$ cat config.mk
export PLATFORM = sky130hd
export DESIGN_NAME = park_gate_arbiter_flat
export DESIGN_NICKNAME = d
export VERILOG_FILES = /design/src/rtl/park_gate_arbiter_if.sv /design/src/rtl/park_gate_arbiter.sv /design/src/flat_wrapper.sv
export SDC_FILE = /design/constraint.sdc
export NUM_CORES = 1
export LEC_CHECK = 0
export ABC_CLOCK_PERIOD_IN_PS = 3700
export CAP_MARGIN = 20
export CORE_AREA = 5 5 51 53
export CTS_CLUSTER_DIAMETER = 30
export DETAILED_ROUTE_END_ITERATION = 10
export DIE_AREA = 0 0 56 58
export PLACE_DENSITY = 0.81
export SYNTH_ARGS = -nofsm -noshare
export SYNTH_HDL_FRONTEND = slang
export SYNTH_SLANG_ARGS = --single-unit
$ cat constraint.sdc
create_clock -name Clk -period 3.7 [get_ports Clk]
set_input_delay 0.555 -clock Clk [delete_from_list [all_inputs] [get_ports Clk]]
set_output_delay 0.555 -clock Clk [all_outputs]
set_load 0.02 [all_outputs]
$ cat src/rtl/park_gate_arbiter_if.sv
// Park gate arbiter bus: lane requests, sensor and gate status.
// master drives requests and the lane sensor; slave is the arbiter.
interface park_gate_arbiter_if;
    logic       ReqIn;
    logic       ReqOut;
    logic       Pass;
    logic       GntIn;
    logic       GntOut;
    logic       GateOpen;
    logic [3:0] CarCount;
    logic       Full;
    logic       Empty;
    logic       Timeout;

    modport master (
        output ReqIn, ReqOut, Pass,
        input  GntIn, GntOut, GateOpen, CarCount, Full, Empty, Timeout
    );

    modport slave (
        input  ReqIn, ReqOut, Pass,
        output GntIn, GntOut, GateOpen, CarCount, Full, Empty, Timeout
    );
endinterface

$ cat src/rtl/park_gate_arbiter.sv
// Single-lane car park gate arbiter with occupancy counter.
// Round-robin between entry and exit, abandoned grants time out.
module park_gate_arbiter #(
    parameter int CAPACITY = 15,
    parameter int TIMEOUT  = 255
) (
    input logic                Clk,
    input logic                Reset,
    park_gate_arbiter_if.slave bus
);
    typedef enum logic [2:0] {
        IDLE,
        OPEN_IN,
        OPEN_OUT,
        CLEAR_IN,
        CLEAR_OUT
    } state_t;

    localparam logic [3:0] CAP      = 4'(CAPACITY);
    localparam logic [7:0] TMO_LAST = 8'(TIMEOUT - 1);

    state_t     state, state_nxt;
    logic [7:0] wait_cnt, wait_nxt;
    logic [3:0] car_cnt, car_nxt;
    logic       last_out, last_out_nxt;
    logic       timeout_nxt;
    logic       gnt_in_q, gnt_out_q, open_q, timeout_q;
    logic       full, empty;
    logic       elig_in, elig_out;

    assign full     = (car_cnt == CAP);
    assign empty    = (car_cnt == 4'd0);
    assign elig_in  = bus.ReqIn && !full;
    assign elig_out = bus.ReqOut && !empty;

    // Next-state, wait timer, occupancy and round-robin decisions.
    always_comb begin
        state_nxt    = state;
        wait_nxt     = wait_cnt;
        car_nxt      = car_cnt;
        last_out_nxt = last_out;
        timeout_nxt  = 1'b0;
        unique case (state)
            IDLE: begin
                wait_nxt = '0;
                if (elig_in && (!elig_out || last_out)) begin
                    state_nxt    = OPEN_IN;
                    last_out_nxt = 1'b0;
                end else if (elig_out) begin
                    state_nxt    = OPEN_OUT;
                    last_out_nxt = 1'b1;
                end
            end
            OPEN_IN, OPEN_OUT: begin
                if (bus.Pass) begin
                    state_nxt = (state == OPEN_IN) ? CLEAR_IN : CLEAR_OUT;
                    wait_nxt  = '0;
                end else if (wait_cnt == TMO_LAST) begin
                    state_nxt   = IDLE;
                    wait_nxt    = '0;
                    timeout_nxt = 1'b1;
                end else begin
                    wait_nxt = wait_cnt + 8'd1;
                end
            end
            CLEAR_IN: begin
                if (!bus.Pass) begin
                    state_nxt = IDLE;
                    if (car_cnt < CAP) car_nxt = car_cnt + 4'd1;
                end
            end
            CLEAR_OUT: begin
                if (!bus.Pass) begin
                    state_nxt = IDLE;
                    if (car_cnt != 4'd0) car_nxt = car_cnt - 4'd1;
                end
            end
            default: state_nxt = IDLE;
        endcase
    end

    // State, counters and registered outputs.
    always_ff @(posedge Clk or negedge Reset) begin
        if (!Reset) begin
            state     <= IDLE;
            wait_cnt  <= '0;
            car_cnt   <= '0;
            last_out  <= 1'b1;
            gnt_in_q  <= 1'b0;
            gnt_out_q <= 1'b0;
            open_q    <= 1'b0;
            timeout_q <= 1'b0;
        end else begin
            state     <= state_nxt;
            wait_cnt  <= wait_nxt;
            car_cnt   <= car_nxt;
            last_out  <= last_out_nxt;
            gnt_in_q  <= (state_nxt == OPEN_IN) || (state_nxt == CLEAR_IN);
            gnt_out_q <= (state_nxt == OPEN_OUT) || (state_nxt == CLEAR_OUT);
            open_q    <= (state_nxt != IDLE);
            timeout_q <= timeout_nxt;
        end
    end

    assign bus.GntIn    = gnt_in_q;
    assign bus.GntOut   = gnt_out_q;
    assign bus.GateOpen = open_q;
    assign bus.Timeout  = timeout_q;
    assign bus.CarCount = car_cnt;
    assign bus.Full     = full;
    assign bus.Empty    = empty;
endmodule

$ cat src/flat_wrapper.sv
// flat-port wrapper written by rule: the top's interface ports become plain ports
module park_gate_arbiter_flat 
#(
    parameter int CAPACITY = 15,
    parameter int TIMEOUT  = 255
)
  (Clk, Reset, bus_ReqIn, bus_ReqOut, bus_Pass, bus_GntIn, bus_GntOut, bus_GateOpen, bus_CarCount, bus_Full, bus_Empty, bus_Timeout);
  park_gate_arbiter_if bus_i ();
  input logic Clk;
  input logic Reset;
  input wire logic [$bits(bus_i.ReqIn)-1:0] bus_ReqIn;
  input wire logic [$bits(bus_i.ReqOut)-1:0] bus_ReqOut;
  input wire logic [$bits(bus_i.Pass)-1:0] bus_Pass;
  output wire logic [$bits(bus_i.GntIn)-1:0] bus_GntIn;
  output wire logic [$bits(bus_i.GntOut)-1:0] bus_GntOut;
  output wire logic [$bits(bus_i.GateOpen)-1:0] bus_GateOpen;
  output wire logic [$bits(bus_i.CarCount)-1:0] bus_CarCount;
  output wire logic [$bits(bus_i.Full)-1:0] bus_Full;
  output wire logic [$bits(bus_i.Empty)-1:0] bus_Empty;
  output wire logic [$bits(bus_i.Timeout)-1:0] bus_Timeout;
  assign bus_i.ReqIn = bus_ReqIn;
  assign bus_i.ReqOut = bus_ReqOut;
  assign bus_i.Pass = bus_Pass;
  assign bus_GntIn = bus_i.GntIn;
  assign bus_GntOut = bus_i.GntOut;
  assign bus_GateOpen = bus_i.GateOpen;
  assign bus_CarCount = bus_i.CarCount;
  assign bus_Full = bus_i.Full;
  assign bus_Empty = bus_i.Empty;
  assign bus_Timeout = bus_i.Timeout;
  park_gate_arbiter #(.CAPACITY(CAPACITY), .TIMEOUT(TIMEOUT)) u_core (.Clk(Clk), .Reset(Reset), .bus(bus_i));
endmodule
==> flow_metrics.py <==
# Flow results
metrics = {
    "status": {
        "outcome": "finished clean",
    },
    "synth": {
        "synth-edff-count": 0,
        "ys.flop_type": "dfrtp_1",
        "xor_share": 0.03743,
        "syn_area_um2": 1170,
        "syn_inst": 117,
        "synthTopLogicFamily": "simple AND/OR/NAND/NOR gates",
        "ys.flops": 20,
        "ys_area_um2": 1170,
        "simple_gate_share": 0.2353,
        "ys_sh_adder": 0.05989,
        "synthArstFlopShare": 1.000,
        "ys_seq_frac": 0.4289,
        "synth_nets": 127,
        "aoi_share": 0.1583,
        "yosysUniqueCellTypes": 47,
        "ys.warnings.count": 0,
        "synth_area_per_cell_um2": 9.999,
    },
    "power_and_ir_drop": {
        "comb_power_share": 0.498,
        "clk-power_uw": 105,
        "power_leader": "combinational logic",
        "p_sw_frac": 0.4233,
        "pwr-share-seq": 0.398,
        "power_density_nw_per_um2": 755.9,
        "p_comb_uw": 502,
        "p_clk_frac": 0.105,
        "finalPower_mw": 1.008,
        "p_seq_uw": 401,
    },
    "clock_network": {
        "post_cts_buffers": 0,
        "clk_pin_slew_ns": 0.11,
        "clockRootBuffer": "clkbuf_4",
        "hold_buffers": 0,
        "tritoncts": "built",
        "htree_levels": 1,
        "cts_inserted_buffers": 3,
        "cts.sinks": 20,
        "postCtsResizedCells": 0,
    },
    "final_layout": {
        "fin_cells": 159,
        "buffers": 14,
        "largest_class": "logic gates",
        "nClkBuffers": 4,
        "fin_util": 0.6334,
        "num-multi-input-gates": 85,
        "drive_gt1_frac": 0.1145,
        "lay_top_count": "dfrtp_1",
        "nNonClkInverters": 8,
        "diodes": 0,
        "area_share_nonclk_buffers": 0.1051,
        "top_register": "u_core.wait_cnt",
        "largest_register_ffs": 8,
        "design_area_um2": 1334,
        "lay_top_cells": "19 x dfrtp_1, 14 x clkdlybuf4s50_1, 9 x nand2_1",
        "comb_share": 0.4493,
        "logic_area_um2": 599.3,
        "final-seq-area_um2": 501.7,
    },
    "final_timing": {
        "finalCritPeriodShare": 0.6819,
        "rsz0062_at_grt": "false",
        "setup_viol": 0,
        "finalMaxSlewViolations": 0,
        "fin_ws_ns": 1.177,
        "fin_skew_ns": 0.0008800,
        "worst_hold_slack_ns": 0.5500,
        "max_slew_margin": 0.4052,
        "finalHoldViolCount": 0,
        "fin_crit_ns": 2.523,
    },
    "die": {
        "chipArea_um2": 3248,
        "die_w_um": 56,
        "pin_count": 15,
        "fp-utilization": 0.5556,
        "die_h_um": 58,
        "num_rows": 17,
    },
    "detailed_routing": {
        "antenna_left": 0,
        "drt_first_iter_violations": 24,
        "viasPerCell": 5.887,
        "wl_met3_um": 146,
        "dr.max_layer_used": "met4",
        "first_pass_iters": 4,
        "route.vias.total": 936,
        "wl_met1_um": 956,
        "drt-total-wl_mm": 2.189,
        "routedWlPerCell_um": 13.77,
    },
    "setup_path": {
        "crit_slowest_cell": "clkdlybuf4s50_1",
        "critPathCaptureType": "output port",
        "crit_path_end": "bus_Empty",
        "reg2reg_from": "u_core.state[2]",
        "critical_path_required_ns": 3.14,
        "worst-path-max-fanout": 6,
        "cpPeakStageDelay_ns": 0.60,
        "cp_top_family": "buffers and inverters",
        "cp-start-kind": "flop",
    },
    "min_path": {
        "min_from": "u_core.wait_cnt[6]",
        "min_path_cells": 1,
        "whs_endpoint": "u_core.wait_cnt[6]",
        "hp-class": "reg2reg",
    },
    "global_route": {
        "grtUsageMet1": 0.1855,
        "use_met2": 0.2571,
        "busiest_layer": "met2",
        "first_global_vias": 921,
        "overflow": 0,
    },
    "placed_design": {
        "hpwl_mm": 1.655,
        "placed_cell_area_um2": 1308,
        "dp_cells": 155,
    },
    "flow_run": {
        "drv_cap": 0,
        "tool_warnings": 27,
    },
}
==> cells in the mapped netlist, types with 2 or more instances <==
| master | n | share of area |
|---|---|---|
| a31oi_1 | 4 | 0.021 |
| nor3_1 | 3 | 0.013 |
| xnor2_1 | 4 | 0.030 |
| buf_6 | 3 | 0.029 |
| o21ai_0 | 4 | 0.017 |
| nand2_1 | 9 | 0.029 |
| inv_1 | 7 | 0.022 |
| nor2_1 | 5 | 0.016 |
| dfrtp_1 | 19 | 0.41 |
| and3_1 | 2 | 0.011 |
| a21o_1 | 2 | 0.013 |
| nor4_1 | 2 | 0.011 |
| nand4_1 | 3 | 0.016 |
| a21oi_1 | 6 | 0.026 |
| ha_1 | 4 | 0.043 |
| nand3_1 | 6 | 0.026 |
| o21a_1 | 2 | 0.013 |
| or3_1 | 3 | 0.016 |
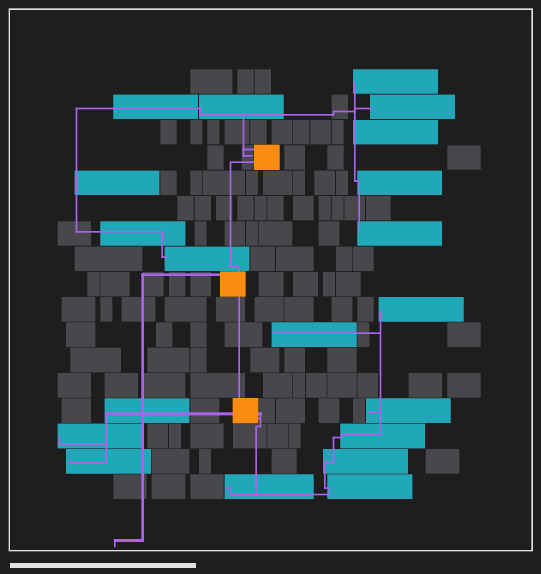
Fig. 1. Clock wires, drivers and flops.
The bar under the picture is 20 um long.
[purple] clock wires | length: 251 um
[cyan] flip-flops | count: 20
[orange] clock-net drivers | count: 3
routed clock nets: 4

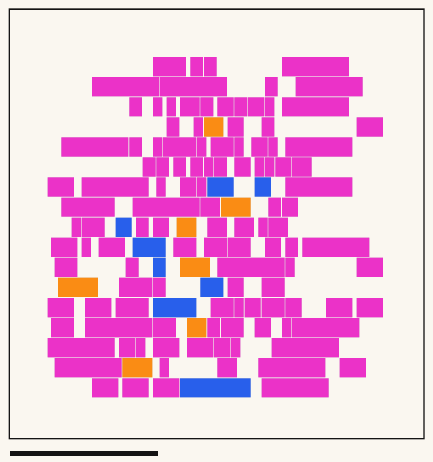
Fig. 2. Sizing map.
The bar under the picture is 20 um long.
| color | size | cells |
|---|---|---|
| magenta | x1 and smaller | 116 |
| orange | x3 and x4 | 7 |
| blue | x2 | 8 |

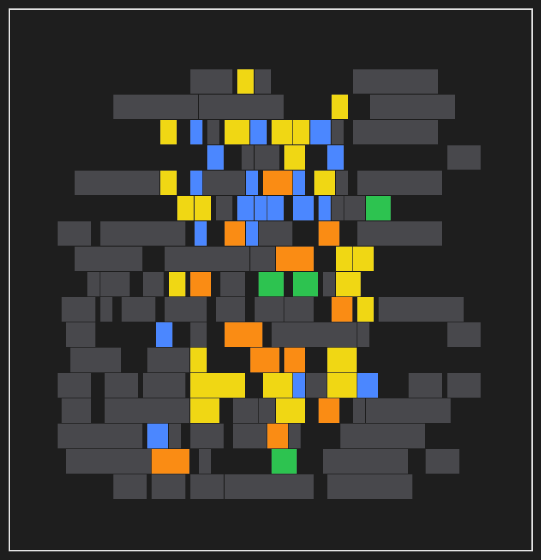
Fig. 3. Gate families picked out.
| color | family | cells |
|---|---|---|
| yellow | aoi and oai cells | 23 |
| green | non-inverting ao/oa cells | 4 |
| orange | and/or cells | 12 |
| blue | nand cells | 19 |

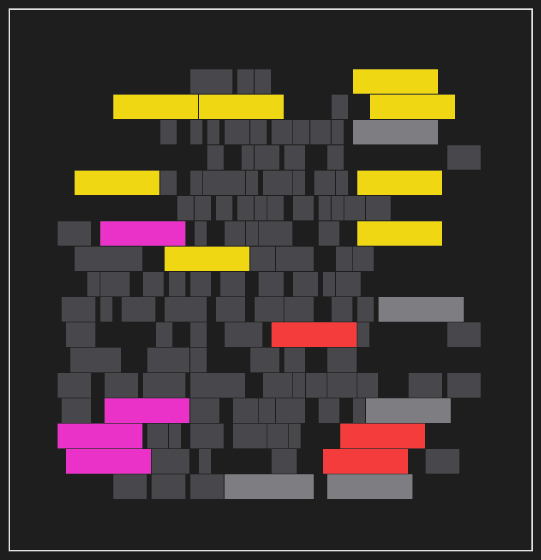
Fig. 4. Sequential cells colored by netlist name.
Other sequential cells in the stronger gray, the rest of the logic in the fainter gray.
| color | netlist name | placed flops |
|---|---|---|
| magenta | `u_core.bus.CarCount` | 4 |
| yellow | `u_core.wait_cnt` | 8 |
| red | `u_core.state` | 3 |
not colored: 5

Power and IR drop assume default switching activity.
